### config.mk
export PLATFORM = sky130hd
export DESIGN_NAME = tmds_channel_decoder_flat
export DESIGN_NICKNAME = d
export VERILOG_FILES = /design/src/rtl/tmds_channel_decoder_pkg.sv /design/src/rtl/tmds_channel_decoder_if.sv /design/src/rtl/tmds_word_decode.sv /design/src/rtl/tmds_channel_decoder.sv /design/src/flat_wrapper.sv
export SDC_FILE = /design/constraint.sdc
export NUM_CORES = 1
export LEC_CHECK = 0
export CAP_MARGIN = 20
export CORE_ASPECT_RATIO = 1.25
export CORE_MARGIN = 2
export CORE_UTILIZATION = 50
export DETAILED_ROUTE_END_ITERATION = 8
export PLACE_DENSITY = 0.71
export SLEW_MARGIN = 40
export SYNTH_ARGS = -nofsm -noshare
export SYNTH_HDL_FRONTEND = slang
export SYNTH_SLANG_ARGS = --single-unit
### constraint.sdc
create_clock -name pclk -period 5.5 [get_ports pclk]
set_clock_uncertainty 0.1 [all_clocks]
set_input_delay 1.1 -clock pclk [delete_from_list [all_inputs] [get_ports pclk]]
set_output_delay 1.1 -clock pclk [all_outputs]
set_load 0.02 [all_outputs]
### src/rtl/tmds_channel_decoder_pkg.sv
`default_nettype none
// +----------------------------------------------------------------------+
// | tmds_channel_decoder_pkg: TMDS control tokens and decoder FSM states  |
// | Revision: 1.0                                                        |
// +----------------------------------------------------------------------+
package tmds_channel_decoder_pkg;

  localparam logic [9:0] TMDS_CTRL_00 = 10'b1101010100;
  localparam logic [9:0] TMDS_CTRL_01 = 10'b0010101011;
  localparam logic [9:0] TMDS_CTRL_10 = 10'b0101010100;
  localparam logic [9:0] TMDS_CTRL_11 = 10'b1010101011;

  typedef enum logic [1:0] {
    ST_SEARCH    = 2'd0,
    ST_SLIP_WAIT = 2'd1,
    ST_ALIGNED   = 2'd2
  } dec_state_t;

endpackage
`default_nettype wire

### src/rtl/tmds_channel_decoder_if.sv
`default_nettype none
// +----------------------------------------------------------------------+
// | tmds_channel_decoder_if: word input, decoded outputs, slip request   |
// | Revision: 1.0                                                        |
// +----------------------------------------------------------------------+
interface tmds_channel_decoder_if;
  logic [9:0] din;
  logic [7:0] dout;
  logic       de;
  logic [1:0] ctrl;
  logic       bitslip;
  logic       aligned;

  modport master (output din, input dout, de, ctrl, bitslip, aligned);
  modport slave  (input din, output dout, de, ctrl, bitslip, aligned);
endinterface
`default_nettype wire

### src/rtl/tmds_word_decode.sv
`default_nettype none
// +----------------------------------------------------------------------+
// | tmds_word_decode: combinational 10b TMDS word -> token flag / byte   |
// | Revision: 1.0                                                        |
// +----------------------------------------------------------------------+
module tmds_word_decode
  import tmds_channel_decoder_pkg::*;
(
  input  logic [9:0] i_din,
  output logic       o_is_token,
  output logic [1:0] o_token_code,
  output logic [7:0] o_q
);

  logic [7:0] w_d;

  assign w_d = i_din[9] ? ~i_din[7:0] : i_din[7:0];

  // din[8] selects whether the encoder chained bits with XOR or XNOR
  always_comb begin
    o_q    = 8'h00;
    o_q[0] = w_d[0];
    for (int i = 1; i < 8; i++) begin
      o_q[i] = i_din[8] ? (w_d[i] ^ w_d[i-1]) : ~(w_d[i] ^ w_d[i-1]);
    end
  end

  always_comb begin
    o_is_token   = 1'b0;
    o_token_code = 2'b00;
    case (i_din)
      TMDS_CTRL_00: begin o_is_token = 1'b1; o_token_code = 2'b00; end
      TMDS_CTRL_01: begin o_is_token = 1'b1; o_token_code = 2'b01; end
      TMDS_CTRL_10: begin o_is_token = 1'b1; o_token_code = 2'b10; end
      TMDS_CTRL_11: begin o_is_token = 1'b1; o_token_code = 2'b11; end
      default: ;
    endcase
  end

endmodule
`default_nettype wire

### src/rtl/tmds_channel_decoder.sv
`default_nettype none
// +----------------------------------------------------------------------+
// | tmds_channel_decoder: per-channel word alignment and TMDS decode     |
// | Revision: 1.0                                                        |
// +----------------------------------------------------------------------+
module tmds_channel_decoder
  import tmds_channel_decoder_pkg::*;
#(
  parameter int TOKEN_RUN     = 8,
  parameter int SEARCH_WINDOW = 4096,
  parameter int SLIP_WAIT     = 16
) (
  input  logic                  pclk,
  input  logic                  rst_n,
  tmds_channel_decoder_if.slave bus
);

  localparam int c_run_w = $clog2(TOKEN_RUN) + 1;
  localparam int c_win_w = $clog2(SEARCH_WINDOW) + 1;
  localparam logic [c_run_w-1:0] c_run_full = c_run_w'(TOKEN_RUN);
  localparam logic [c_win_w-1:0] c_win_last = c_win_w'(SEARCH_WINDOW - 1);
  localparam logic [c_win_w-1:0] c_slip_last = c_win_w'(SLIP_WAIT - 1);

  logic [1:0]         r_rst_sync;
  logic               w_rst_n;
  logic               w_dec_tok;
  logic [1:0]         w_dec_code;
  logic [7:0]         w_dec_q;
  logic               r_s1_tok;
  logic [1:0]         r_s1_code;
  logic [7:0]         r_s1_q;
  logic [7:0]         r_dout;
  logic               r_de;
  logic [1:0]         r_ctrl;
  logic               r_aligned;
  logic [c_run_w-1:0] r_run_cnt;
  logic [c_win_w-1:0] r_win_cnt;
  logic               w_run_hit;
  logic               w_win_last;
  logic               w_bitslip;
  dec_state_t         r_state;
  dec_state_t         w_state_nxt;

  // Reset asserts asynchronously but is released on a clock edge
  always_ff @(posedge pclk or negedge rst_n) begin
    if (!rst_n) r_rst_sync <= 2'b00;
    else        r_rst_sync <= {r_rst_sync[0], 1'b1};
  end
  assign w_rst_n = r_rst_sync[1];

  tmds_word_decode u_word_decode (
    .i_din        (bus.din),
    .o_is_token   (w_dec_tok),
    .o_token_code (w_dec_code),
    .o_q          (w_dec_q)
  );

  always_ff @(posedge pclk or negedge w_rst_n) begin
    if (!w_rst_n) begin
      r_s1_tok  <= 1'b0;
      r_s1_code <= 2'b00;
      r_s1_q    <= 8'h00;
    end else begin
      r_s1_tok  <= w_dec_tok;
      r_s1_code <= w_dec_code;
      r_s1_q    <= w_dec_q;
    end
  end

  // Output stage: ctrl keeps the last token seen across video periods
  always_ff @(posedge pclk or negedge w_rst_n) begin
    if (!w_rst_n) begin
      r_dout <= 8'h00;
      r_de   <= 1'b0;
      r_ctrl <= 2'b00;
    end else if (!r_aligned) begin
      r_dout <= 8'h00;
      r_de   <= 1'b0;
      r_ctrl <= 2'b00;
    end else if (r_s1_tok) begin
      r_dout <= 8'h00;
      r_de   <= 1'b0;
      r_ctrl <= r_s1_code;
    end else begin
      r_dout <= r_s1_q;
      r_de   <= 1'b1;
    end
  end

  always_ff @(posedge pclk or negedge w_rst_n) begin
    if (!w_rst_n)                       r_run_cnt <= '0;
    else if (r_state == ST_SLIP_WAIT)   r_run_cnt <= '0;
    else if (!r_s1_tok)                 r_run_cnt <= '0;
    else if (r_run_cnt != c_run_full)   r_run_cnt <= r_run_cnt + c_run_w'(1);
  end

  assign w_run_hit  = (r_run_cnt == c_run_full);
  assign w_win_last = (r_win_cnt == c_win_last);

  // One counter serves as both the search window and the slip settle timer
  always_ff @(posedge pclk or negedge w_rst_n) begin
    if (!w_rst_n)                                r_win_cnt <= '0;
    else if (w_state_nxt != r_state || w_run_hit) r_win_cnt <= '0;
    else if (r_win_cnt != c_win_last)            r_win_cnt <= r_win_cnt + c_win_w'(1);
  end

  always_ff @(posedge pclk or negedge w_rst_n) begin
    if (!w_rst_n) r_state <= ST_SEARCH;
    else          r_state <= w_state_nxt;
  end

  always_comb begin
    w_state_nxt = r_state;
    w_bitslip   = 1'b0;
    case (r_state)
      ST_SEARCH: begin
        if (w_run_hit) begin
          w_state_nxt = ST_ALIGNED;
        end else if (w_win_last) begin
          w_bitslip   = 1'b1;
          w_state_nxt = ST_SLIP_WAIT;
        end
      end
      ST_SLIP_WAIT: begin
        if (r_win_cnt == c_slip_last) w_state_nxt = ST_SEARCH;
      end
      ST_ALIGNED: begin
        if (w_win_last && !w_run_hit) w_state_nxt = ST_SEARCH;
      end
      default: w_state_nxt = ST_SEARCH;
    endcase
  end

  always_ff @(posedge pclk or negedge w_rst_n) begin
    if (!w_rst_n) r_aligned <= 1'b0;
    else          r_aligned <= (r_state == ST_ALIGNED);
  end

  assign bus.dout    = r_dout;
  assign bus.de      = r_de;
  assign bus.ctrl    = r_ctrl;
  assign bus.bitslip = w_bitslip;
  assign bus.aligned = r_aligned;

endmodule
`default_nettype wire
### src/flat_wrapper.sv
// flat-port wrapper written by rule: the top's interface ports become plain ports
module tmds_channel_decoder_flat import tmds_channel_decoder_pkg::*;
#(
  parameter int TOKEN_RUN     = 8,
  parameter int SEARCH_WINDOW = 4096,
  parameter int SLIP_WAIT     = 16
)
  (pclk, rst_n, bus_din, bus_dout, bus_de, bus_ctrl, bus_bitslip, bus_aligned);
  tmds_channel_decoder_if bus_i ();
  input  logic pclk;
  input  logic rst_n;
  input wire logic [$bits(bus_i.din)-1:0] bus_din;
  output wire logic [$bits(bus_i.dout)-1:0] bus_dout;
  output wire logic [$bits(bus_i.de)-1:0] bus_de;
  output wire logic [$bits(bus_i.ctrl)-1:0] bus_ctrl;
  output wire logic [$bits(bus_i.bitslip)-1:0] bus_bitslip;
  output wire logic [$bits(bus_i.aligned)-1:0] bus_aligned;
  assign bus_i.din = bus_din;
  assign bus_dout = bus_i.dout;
  assign bus_de = bus_i.de;
  assign bus_ctrl = bus_i.ctrl;
  assign bus_bitslip = bus_i.bitslip;
  assign bus_aligned = bus_i.aligned;
  tmds_channel_decoder #(.TOKEN_RUN(TOKEN_RUN), .SEARCH_WINDOW(SEARCH_WINDOW), .SLIP_WAIT(SLIP_WAIT)) u_core (.pclk(pclk), .rst_n(rst_n), .bus(bus_i));
endmodule
Wiring heat map:
The die is cut into 12 by 15 equal tiles; black is low, pale yellow is high, scaled to the fullest tile. Values are wire area over tile area, all layers added.
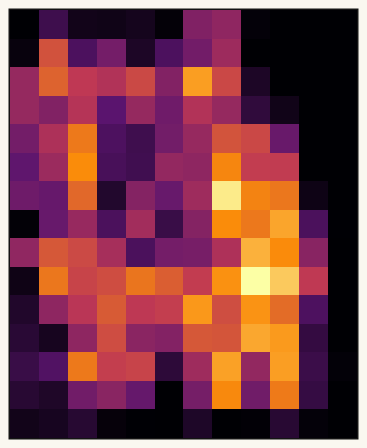
emptiest ninth of the die: top right
tiles over half the peak: 29%
densest ninth of the die: middle

Metal 3:
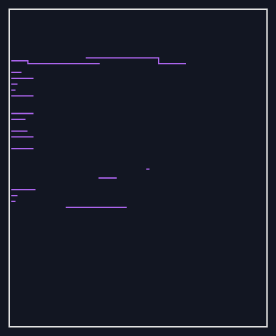
main direction: horizontal
nets with wire on the layer: 15
wire length on this layer: 105 um
M3 GR Usage: 0.0493
final WL: 3410 um
via count: 1313

Cell outlines without signal wires:
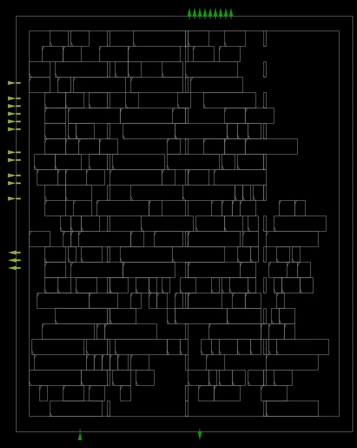
Layout Cells excl Fill: 235
flop share of the area: 0.484

==> impl_metrics.tcl <==
# metrics dict for downstream scripts
set metrics [dict create \
    status "finished clean" \
    dpl_worst_slack_ns 2.03 \
    drive_gt1_frac 0.0718 \
    clockRootBuffer "clkbuf_8" \
    required_ns 4.30 \
    top_usage_layer "met2" \
    reg2reg_to "u_core.r_win_cnt[4]" \
    die_area_mm2 0.00436 \
    n_fill_cell 302 \
    synth-seq-cells 44 \
    htree_num_levels 2 \
    end_kind "primary output" \
    switching_share 0.211 \
    syn_area_mm2 0.00192 \
    grt_pass1_vias 1363 \
    critPathArrivalTime_ns 2.60 \
    firstDrtPassIters 6 \
    ff2ff_setup_slack_ns 2.98 \
    switchingPower_mw 0.116 \
    cp_max_fo 6 \
    hold_path.class "register to asynchronous set/reset pin" \
    vias_per_cell 5.59 \
]
Nets reached from selected ports:
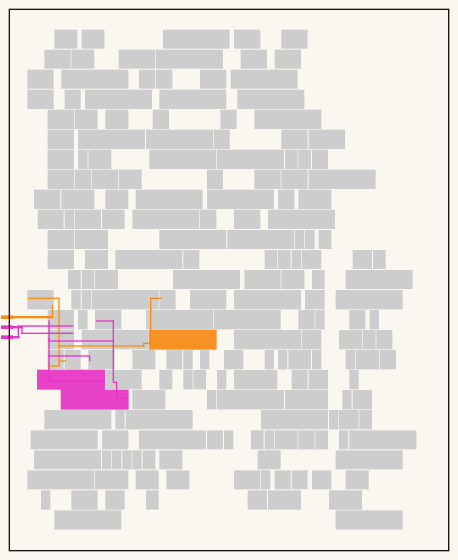
[magenta] bus_ctrl | bits: 2 | direction: output | end cells: 2 | buffers: 2 | wire: 64.0 um
[orange] bus_aligned | bits: 1 | direction: output | end cells: 1 | buffers: 1 | wire: 52.1 um
IO Port Bufs: 24
I/O pin cnt: 25

Sequential cells colored by netlist name:
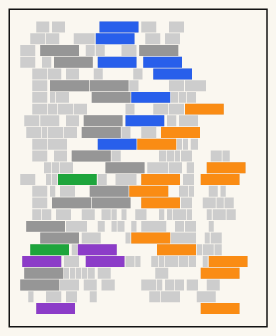
[green] u_core.r_s1_code | sequential cells: 2
[orange] u_core.r_win_cnt | sequential cells: 13
[blue] u_core.bus.dout | sequential cells: 8 | where: top middle
[purple] u_core.r_run_cnt | sequential cells: 4 | where: bottom left
seq pwr: 0.334 mW
Reg area: 0.00110 mm^2

## worst max path at each step
stage	start	endpoint	slack [ns]	cells after the start
detailed placement	u_core.r_win_cnt[0]	bus_bitslip	2.03	5
floorplan	u_core.r_win_cnt[0]	bus_bitslip	2.80	4
global placement	u_core.r_win_cnt[0]	bus_bitslip	2.15	5
finish	u_core.r_win_cnt[0]	bus_bitslip	1.70	5
global route	u_core.r_win_cnt[0]	bus_bitslip	1.53	5
CTS	u_core.r_win_cnt[0]	bus_bitslip	1.70	5
## cell families after synthesis
kind of cell | Yosys count | synth area share
multiplexers | 3 | 0.0156
XOR/XNOR | 16 | 0.0729
AND-OR/OR-AND | 25 | 0.0918
flip-flops | 44 | 0.573
buffers and inverters | 13 | 0.0299
adder cells (fa/ha/maj) | 5 | 0.0326
AND/OR/NAND/NOR | 61 | 0.182
other | 1 | 0.00195
## cell type report
cell class | count | area share
Clock inverter | 1 | 0.00220
Inverter | 8 | 0.0132
Sequential cell | 44 | 0.484
Tap cell | 40 | 0.0220
Multi-Input combinational cell | 111 | 0.338
Timing Repair Buffer | 25 | 0.109
Clock buffer | 6 | 0.0319
## layout by cell type (no fill, tap or decap), types with 3 or more instances in the layout
cell,n
nor4bb_1,3
xnor2_1,10
nor2_1,16
nand2_1,6
and2_1,10
clkdlybuf4s50_1,24
ha_1,5
mux2i_1,3
nor2b_1,5
a21oi_1,7
clkbuf_8,5
nand3_1,3
dfrtp_1,44
o31ai_1,3
xor2_1,6
a211oi_1,3
inv_1,8
nand4_1,3
o21ai_0,4
## registers in the layout, summed over array words and instances, names as in the netlist
name	count
u_core.r_win_cnt	13
u_core.bus.dout	8
u_core.r_s1_q	8
u_core.r_run_cnt	4
u_core.bus.ctrl	2
u_core.r_rst_sync	2
u_core.r_s1_code	2
u_core.r_state	2
u_core.bus.aligned	1
u_core.bus.de	1
u_core.r_s1_tok	1
## metal layers
| metal | share of wire | up-vias |
|---|---|---|
| li1 | - | 632 |
| met1 | 0.41 | 658 |
| met2 | 0.55 | 19 |
| met3 | 0.031 | 4 |
| met4 | 0.015 | 0 |
| met5 | 0 | - |
## critical path: stages, from the launching register on
cell and delay [ns]:
dfrtp_1 0.41, ha_1 0.22, nand3_1 0.20, nor4_1 0.62
and3_1 0.26, clkdlybuf4s50_1 0.60
## power groups by stage
stage          registers (mW)  logic (mW)  clock network, mW
2_1_floorplan           0.344      0.0126                  0
3_3_place_gp            0.340      0.0297                  0
3_5_place_dp            0.341      0.0308                  0
4_1_cts                 0.334      0.0309              0.192
5_1_grt                 0.335      0.0333              0.201
6_report                0.334      0.0300              0.186
## per-stage QoR
stage	util	power (mW)	hold WS [ns]	area, um^2
CTS	0.612	0.557	0.233	2280
global route	0.612	0.570	0.269	2280
global placement	0.589	0.370	0.209	2190
floorplan	-	0.357	0.231	1920
finish	0.612	0.550	0.205	2280
detailed placement	0.591	0.371	0.226	2200
No activity file was given, so power comes from the tool's default toggle rates.
